**config.mk**
```make
export PLATFORM = sky130hd
export DESIGN_NAME = running_max_flat
export DESIGN_NICKNAME = d
export VERILOG_FILES = /design/src/rtl/running_max_if.sv /design/src/rtl/running_max.sv /design/src/flat_wrapper.sv
export SDC_FILE = /design/constraint.sdc
export NUM_CORES = 1
export LEC_CHECK = 0
export CORE_ASPECT_RATIO = 0.9
export CORE_MARGIN = 4
export CORE_UTILIZATION = 35
export DETAILED_ROUTE_END_ITERATION = 16
export GPL_ROUTABILITY_DRIVEN = 0
export PLACE_DENSITY = 0.59
export SLEW_MARGIN = 10
export SYNTH_ARGS = -nofsm -noshare
export SYNTH_HDL_FRONTEND = slang
export SYNTH_SLANG_ARGS = --single-unit
```
**constraint.sdc**
```tcl
create_clock -name clk -period 6.3 [get_ports clk]
set_input_delay 1.26 -clock clk [delete_from_list [all_inputs] [get_ports clk]]
set_output_delay 1.26 -clock clk [all_outputs]
set_load 0.1 [all_outputs]
```
**src/rtl/running_max_if.sv**
```systemverilog
// running_max_if
//   Bundles the score/V stream into running_max and the max-annotated
//   stream out of it towards expmul.
//   slave  : the running_max side (consumes vld_in/s_in/v_in, drives outputs)
//   master : the upstream/downstream side (testbench or neighbouring blocks)
//   Optional macro RUNMAX_DELTA_EN adds delta_out (m_prev - m_new).
// Parameters: DATA_W (score width), V_W (V vector width), ROW_W (row index width)
interface running_max_if #(
    parameter int DATA_W = 16,
    parameter int V_W    = 32,
    parameter int ROW_W  = 4
);
    logic                     vld_in;
    logic                     rdy_out;
    logic signed [DATA_W-1:0] s_in;
    logic [V_W-1:0]           v_in;
    logic                     vld_out;
    logic                     rdy_in;
    logic signed [DATA_W-1:0] a_out;
    logic signed [DATA_W-1:0] b_out;
    logic signed [DATA_W-1:0] m_prev_out;
    logic [V_W-1:0]           v_out;
    logic                     first_out;
    logic                     last_out;
    logic [ROW_W-1:0]         row_idx_out;
`ifdef RUNMAX_DELTA_EN
    logic signed [DATA_W-1:0] delta_out;
`endif

    modport slave (
        input  vld_in, s_in, v_in, rdy_in,
        output rdy_out, vld_out, a_out, b_out, m_prev_out, v_out,
`ifdef RUNMAX_DELTA_EN
        output delta_out,
`endif
        output first_out, last_out, row_idx_out
    );

    modport master (
        output vld_in, s_in, v_in, rdy_in,
        input  rdy_out, vld_out, a_out, b_out, m_prev_out, v_out,
`ifdef RUNMAX_DELTA_EN
        input  delta_out,
`endif
        input  first_out, last_out, row_idx_out
    );
endinterface

```
**src/rtl/running_max.sv**
```systemverilog
// running_max
//   Online-softmax running-maximum stage ahead of expmul. Each accepted
//   (score, V) beat is annotated with the row maximum before and after the
//   score, key/row position flags, and is queued in a main+skid buffer so
//   that rdy_out is a pure register output (no path from rdy_in).
// Ports:
//   clk  - clock, all state on posedge
//   rst  - synchronous active-low reset
//   bus  - running_max_if.slave: vld_in/rdy_out/s_in/v_in upstream,
//          vld_out/rdy_in/a_out/b_out/m_prev_out/v_out/first_out/last_out/
//          row_idx_out downstream
// Optional feature: define RUNMAX_DELTA_EN to add delta_out = m_prev - m_new,
//   saturated to the most negative score value.
module running_max #(
    parameter int DATA_W   = 16,
    parameter int V_W      = 32,
    parameter int NUM_KEYS = 16,
    parameter int NUM_ROWS = 16
) (
    input  logic         clk,
    input  logic         rst,
    running_max_if.slave bus
);
    localparam int ROW_W = (NUM_ROWS > 1) ? $clog2(NUM_ROWS) : 1;
    localparam int KEY_W = (NUM_KEYS > 1) ? $clog2(NUM_KEYS) : 1;
    localparam logic [KEY_W-1:0] LAST_KEY = KEY_W'(NUM_KEYS - 1);
    localparam logic [ROW_W-1:0] LAST_ROW = ROW_W'(NUM_ROWS - 1);

    typedef enum logic {FIRST = 1'b0, ACCUM = 1'b1} state_t;

    typedef struct packed {
        logic signed [DATA_W-1:0] a;
        logic signed [DATA_W-1:0] b;
        logic signed [DATA_W-1:0] m_prev;
`ifdef RUNMAX_DELTA_EN
        logic signed [DATA_W-1:0] delta;
`endif
        logic [V_W-1:0]           v;
        logic                     first;
        logic                     last;
        logic [ROW_W-1:0]         row;
    } rec_t;

    function automatic logic signed [DATA_W-1:0] smax(
        input logic signed [DATA_W-1:0] x,
        input logic signed [DATA_W-1:0] y
    );
        return (x > y) ? x : y;
    endfunction

`ifdef RUNMAX_DELTA_EN
    // m_prev <= m_new always, so only the negative bound can be exceeded.
    function automatic logic signed [DATA_W-1:0] sat_delta(
        input logic signed [DATA_W-1:0] prev,
        input logic signed [DATA_W-1:0] nw
    );
        logic signed [DATA_W:0] w;
        w = $signed({prev[DATA_W-1], prev}) - $signed({nw[DATA_W-1], nw});
        if (w[DATA_W] != w[DATA_W-1])
            return {1'b1, {(DATA_W-1){1'b0}}};
        return w[DATA_W-1:0];
    endfunction
`endif

    state_t                   r_state;
    state_t                   w_state_nxt;
    logic [KEY_W-1:0]         r_key_cnt;
    logic [ROW_W-1:0]         r_row_cnt;
    logic signed [DATA_W-1:0] r_m_reg;
    logic signed [DATA_W-1:0] w_m_new;
    logic signed [DATA_W-1:0] w_m_prev;
    logic                     w_acc;
    logic                     w_xfer;
    logic                     w_last_key;
    rec_t                     w_rec;
    rec_t                     r_main_p1;
    rec_t                     r_skid_p1;
    logic                     r_vld_p1;
    logic                     r_skid_vld_p1;

    assign w_acc      = bus.vld_in & bus.rdy_out;
    assign w_xfer     = r_vld_p1 & bus.rdy_in;
    assign w_last_key = (r_key_cnt == LAST_KEY);

    // ---- stage p0: FSM, running max and record assembly ----
    always_ff @(posedge clk) begin
        if (!rst) r_state <= FIRST;
        else      r_state <= w_state_nxt;
    end

    always_comb begin
        w_state_nxt = r_state;
        w_m_prev    = bus.s_in;
        w_m_new     = bus.s_in;
        if (r_state == ACCUM) begin
            w_m_prev = r_m_reg;
            w_m_new  = smax(r_m_reg, bus.s_in);
        end
        if (w_acc) begin
            if (w_last_key) w_state_nxt = FIRST;
            else            w_state_nxt = ACCUM;
        end
    end

    always_ff @(posedge clk) begin
        if (!rst) begin
            r_key_cnt <= '0;
            r_row_cnt <= '0;
        end else if (w_acc) begin
            if (w_last_key) begin
                r_key_cnt <= '0;
                r_row_cnt <= (r_row_cnt == LAST_ROW) ? '0 : r_row_cnt + ROW_W'(1);
            end else begin
                r_key_cnt <= r_key_cnt + KEY_W'(1);
            end
        end
    end

    // In FIRST the register is simply overwritten, so it needs no reset.
    always_ff @(posedge clk) begin
        if (w_acc) r_m_reg <= w_m_new;
    end

    always_comb begin
        w_rec        = '0;
        w_rec.a      = bus.s_in;
        w_rec.b      = w_m_new;
        w_rec.m_prev = w_m_prev;
`ifdef RUNMAX_DELTA_EN
        w_rec.delta  = sat_delta(w_m_prev, w_m_new);
`endif
        w_rec.v      = bus.v_in;
        w_rec.first  = (r_key_cnt == '0);
        w_rec.last   = w_last_key;
        w_rec.row    = r_row_cnt;
    end

    // ---- stage p1: main + skid output buffer ----
    // Upstream can only be accepted while the skid is empty, so an accept
    // never coincides with a valid skid entry.
    always_ff @(posedge clk) begin
        if (!rst) begin
            r_vld_p1      <= 1'b0;
            r_skid_vld_p1 <= 1'b0;
            r_main_p1     <= '0;
        end else if (r_skid_vld_p1) begin
            if (w_xfer) begin
                r_main_p1     <= r_skid_p1;
                r_skid_vld_p1 <= 1'b0;
            end
        end else if (w_acc) begin
            if (!r_vld_p1 || w_xfer) begin
                r_main_p1 <= w_rec;
                r_vld_p1  <= 1'b1;
            end else begin
                r_skid_p1     <= w_rec;
                r_skid_vld_p1 <= 1'b1;
            end
        end else if (w_xfer) begin
            r_vld_p1 <= 1'b0;
        end
    end

    assign bus.rdy_out     = rst & ~r_skid_vld_p1;
    assign bus.vld_out     = r_vld_p1;
    assign bus.a_out       = r_main_p1.a;
    assign bus.b_out       = r_main_p1.b;
    assign bus.m_prev_out  = r_main_p1.m_prev;
    assign bus.v_out       = r_main_p1.v;
    assign bus.first_out   = r_main_p1.first;
    assign bus.last_out    = r_main_p1.last;
    assign bus.row_idx_out = r_main_p1.row;
`ifdef RUNMAX_DELTA_EN
    assign bus.delta_out   = r_main_p1.delta;
`endif
endmodule

```
**src/flat_wrapper.sv**
```systemverilog
// flat-port wrapper written by rule: the top's interface ports become plain ports
module running_max_flat 
#(
    parameter int DATA_W   = 16,
    parameter int V_W      = 32,
    parameter int NUM_KEYS = 16,
    parameter int NUM_ROWS = 16
)
  (clk, rst, bus_vld_in, bus_s_in, bus_v_in, bus_rdy_in, bus_rdy_out, bus_vld_out, bus_a_out, bus_b_out, bus_m_prev_out, bus_v_out, bus_first_out, bus_last_out, bus_row_idx_out);
  running_max_if #(.DATA_W(DATA_W), .V_W(V_W), .ROW_W(4)) bus_i ();
  input  logic clk;
  input  logic rst;
  input wire logic [$bits(bus_i.vld_in)-1:0] bus_vld_in;
  input wire logic [$bits(bus_i.s_in)-1:0] bus_s_in;
  input wire logic [$bits(bus_i.v_in)-1:0] bus_v_in;
  input wire logic [$bits(bus_i.rdy_in)-1:0] bus_rdy_in;
  output wire logic [$bits(bus_i.rdy_out)-1:0] bus_rdy_out;
  output wire logic [$bits(bus_i.vld_out)-1:0] bus_vld_out;
  output wire logic [$bits(bus_i.a_out)-1:0] bus_a_out;
  output wire logic [$bits(bus_i.b_out)-1:0] bus_b_out;
  output wire logic [$bits(bus_i.m_prev_out)-1:0] bus_m_prev_out;
  output wire logic [$bits(bus_i.v_out)-1:0] bus_v_out;
  output wire logic [$bits(bus_i.first_out)-1:0] bus_first_out;
  output wire logic [$bits(bus_i.last_out)-1:0] bus_last_out;
  output wire logic [$bits(bus_i.row_idx_out)-1:0] bus_row_idx_out;
  assign bus_i.vld_in = bus_vld_in;
  assign bus_i.s_in = bus_s_in;
  assign bus_i.v_in = bus_v_in;
  assign bus_i.rdy_in = bus_rdy_in;
  assign bus_rdy_out = bus_i.rdy_out;
  assign bus_vld_out = bus_i.vld_out;
  assign bus_a_out = bus_i.a_out;
  assign bus_b_out = bus_i.b_out;
  assign bus_m_prev_out = bus_i.m_prev_out;
  assign bus_v_out = bus_i.v_out;
  assign bus_first_out = bus_i.first_out;
  assign bus_last_out = bus_i.last_out;
  assign bus_row_idx_out = bus_i.row_idx_out;
  running_max #(.DATA_W(DATA_W), .V_W(V_W), .NUM_KEYS(NUM_KEYS), .NUM_ROWS(NUM_ROWS)) u_core (.clk(clk), .rst(rst), .bus(bus_i));
endmodule
```
**Selected gate families**

(3 px per µm)
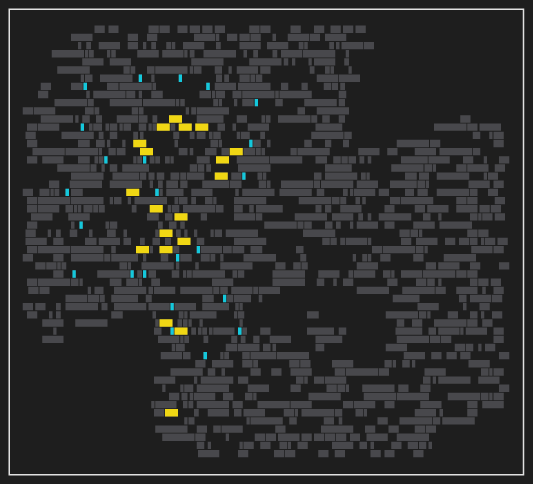
legend:
  inverters:
    colour: cyan
    cells: 23
    most_used: inv_1
  adder and majority cells:
    colour: yellow
    cells: 19
    most_used: ha_1
combinational share of cell area: 0.288
final non-filler cell total: 1183

**The metal 3 layer**

(1.5 px per µm)
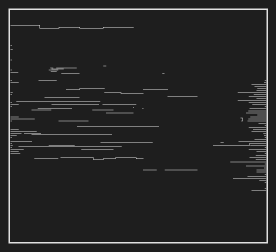
nets with wire on the layer: 102
wire length on this layer: 1380 µm
main direction: horizontal
met3 Usage GRT: 0.0353
total number of vias: 5994
WL final: 20600 µm

**Drive-strength map**

(3 px per µm)
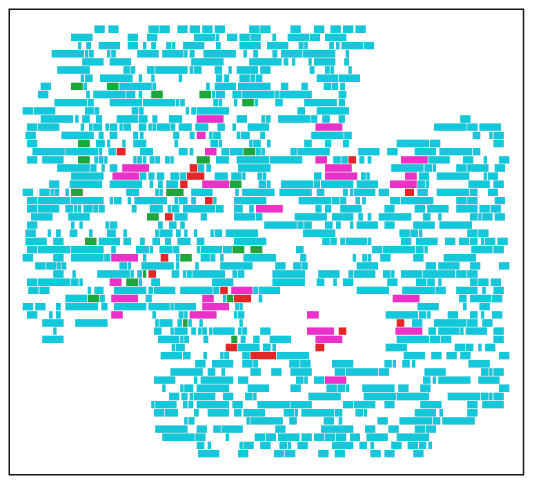
legend:
  _3 and _4 cells:
    colour: red
    cells: 17
    share: 1.9%
    most_used: buf_4
  _2 cells:
    colour: green
    cells: 23
    share: 2.6%
    most_used: mux2_2
  _0 and _1 cells:
    colour: cyan
    cells: 813
    share: 92%
    most_used: clkdlybuf4s50_1
  _6 and larger:
    colour: magenta
    cells: 28
    share: 3.2%
    most_used: clkbuf_16
final non-filler cell area: 0.0106 mm²
worst setup margin: 1.67 ns
non-clock buffer count: 150

**M2 wires**

(1.5 px per µm) Cells faint in the background.
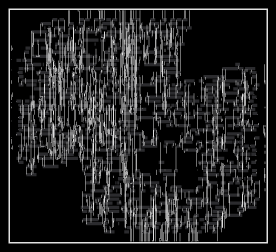
nets with wire on the layer: 746
share of all routed wire: 43%
longest straight run: 57.5 µm
met2 usage: 0.225

**Routing congestion**

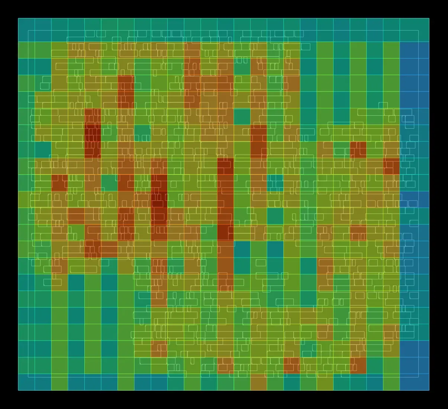
most crowded layer after global routing: met1
GRT Util Overall: 0.156
Wirelength per Cell: 17.4 µm
GR Util met1: 0.239
Util after Layout: 0.453

==> impl_metrics.tcl <==
# metrics dict for downstream scripts
set metrics [dict create \
    status "finished, final reports clean" \
    cts-buffers-inserted 17 \
    r2r_start "u_core.r_m_reg[15]$_DFFE_PP_" \
    postSynthSeqShare 0.598 \
    fill_cells 2181 \
    crit_top_cell "clkdlybuf4s50_1" \
    ff_latch_area_mm2 0.00501 \
    design.die.area_mm2 0.0264 \
    core_mm2 0.0234 \
    n_clock_buffer 18 \
    ys_sh_simple 0.125 \
    clock-sinks 199 \
    ff_count 199 \
    synthDistinctLibCells 38 \
    critical-path-max-stage-delay_ns 1.14 \
    tightest_slew_ns 1.05 \
    endpoint_kind "output pin" \
    fmax_mhz 216 \
    largestClassByArea "sequential cells" \
    grt_pass1_vias 5781 \
    num_rows 53 \
    slew_headroom 0.296 \
    cp.arrival_ns 3.37 \
    crit_fanout 36 \
    slowest_stage "clkdlybuf4s50_1" \
    startpoint_type "input pin" \
    synth_compound_gate_area_share 0.137 \
    hold_path_depth 2 \
    rsz0062_at_grt "false" \
    antenna_found_initial 0 \
    yosys.area_share.adder 0.0284 \
    overflow 0 \
    edf_count 102 \
    power.group.top "registers" \
    cts_resized 0 \
    syn_nets 825 \
    warnings 29 \
    swShare 0.334 \
    critPathRequiredTime_ns 5.04 \
    syn_to_final_growth_pct 26.9 \
    syn_inst 754 \
    p_seq_frac 0.449 \
    antenna_left 0 \
    cts_root_buf "clkbuf_16" \
    xor_share 0.00209 \
    vdd_drop_max_mv 0.183 \
    rr_endpoint "u_core.r_skid_p1[69]$_DFFE_PP_" \
    crit_type "in -> out" \
    layout_min_cycle_time_ns 4.63 \
    final.period_utilization 0.735 \
    fin_worst_skew_ns 0.0144 \
    dpl.hpwl_um 13200 \
    wl_met1_um 10300 \
    leakagePower_nw 3.58 \
    cts_setup_buffers 0 \
    path_buffers 4 \
    power.density_mw_per_mm2 309 \
    cp.depth 5 \
    clkTransAtPathRegs_ns 0.07 \
    ys_sh_mux 0.0708 \
    synth.largest_area_cell "edfxtp_1" \
    yosys_cells 754 \
    yosysWarningCount 0 \
    clkPwrFrac 0.333 \
    hold_ws_ns 0.450 \
    power_mw 3.28 \
    cp_top_family "buffers and inverters" \
    mi_logic_area_mm2 0.00305 \
    top_cell "edfxtp_1" \
    clock_area_frac 0.0552 \
    yosys_area_mm2 0.00836 \
    layout-drive-gt1-share 0.0772 \
    seq_share 0.472 \
    power.switching_mw 1.09 \
    ys_async_sr_fraction 0 \
    post_drt_via_cell_ratio 5.07 \
]
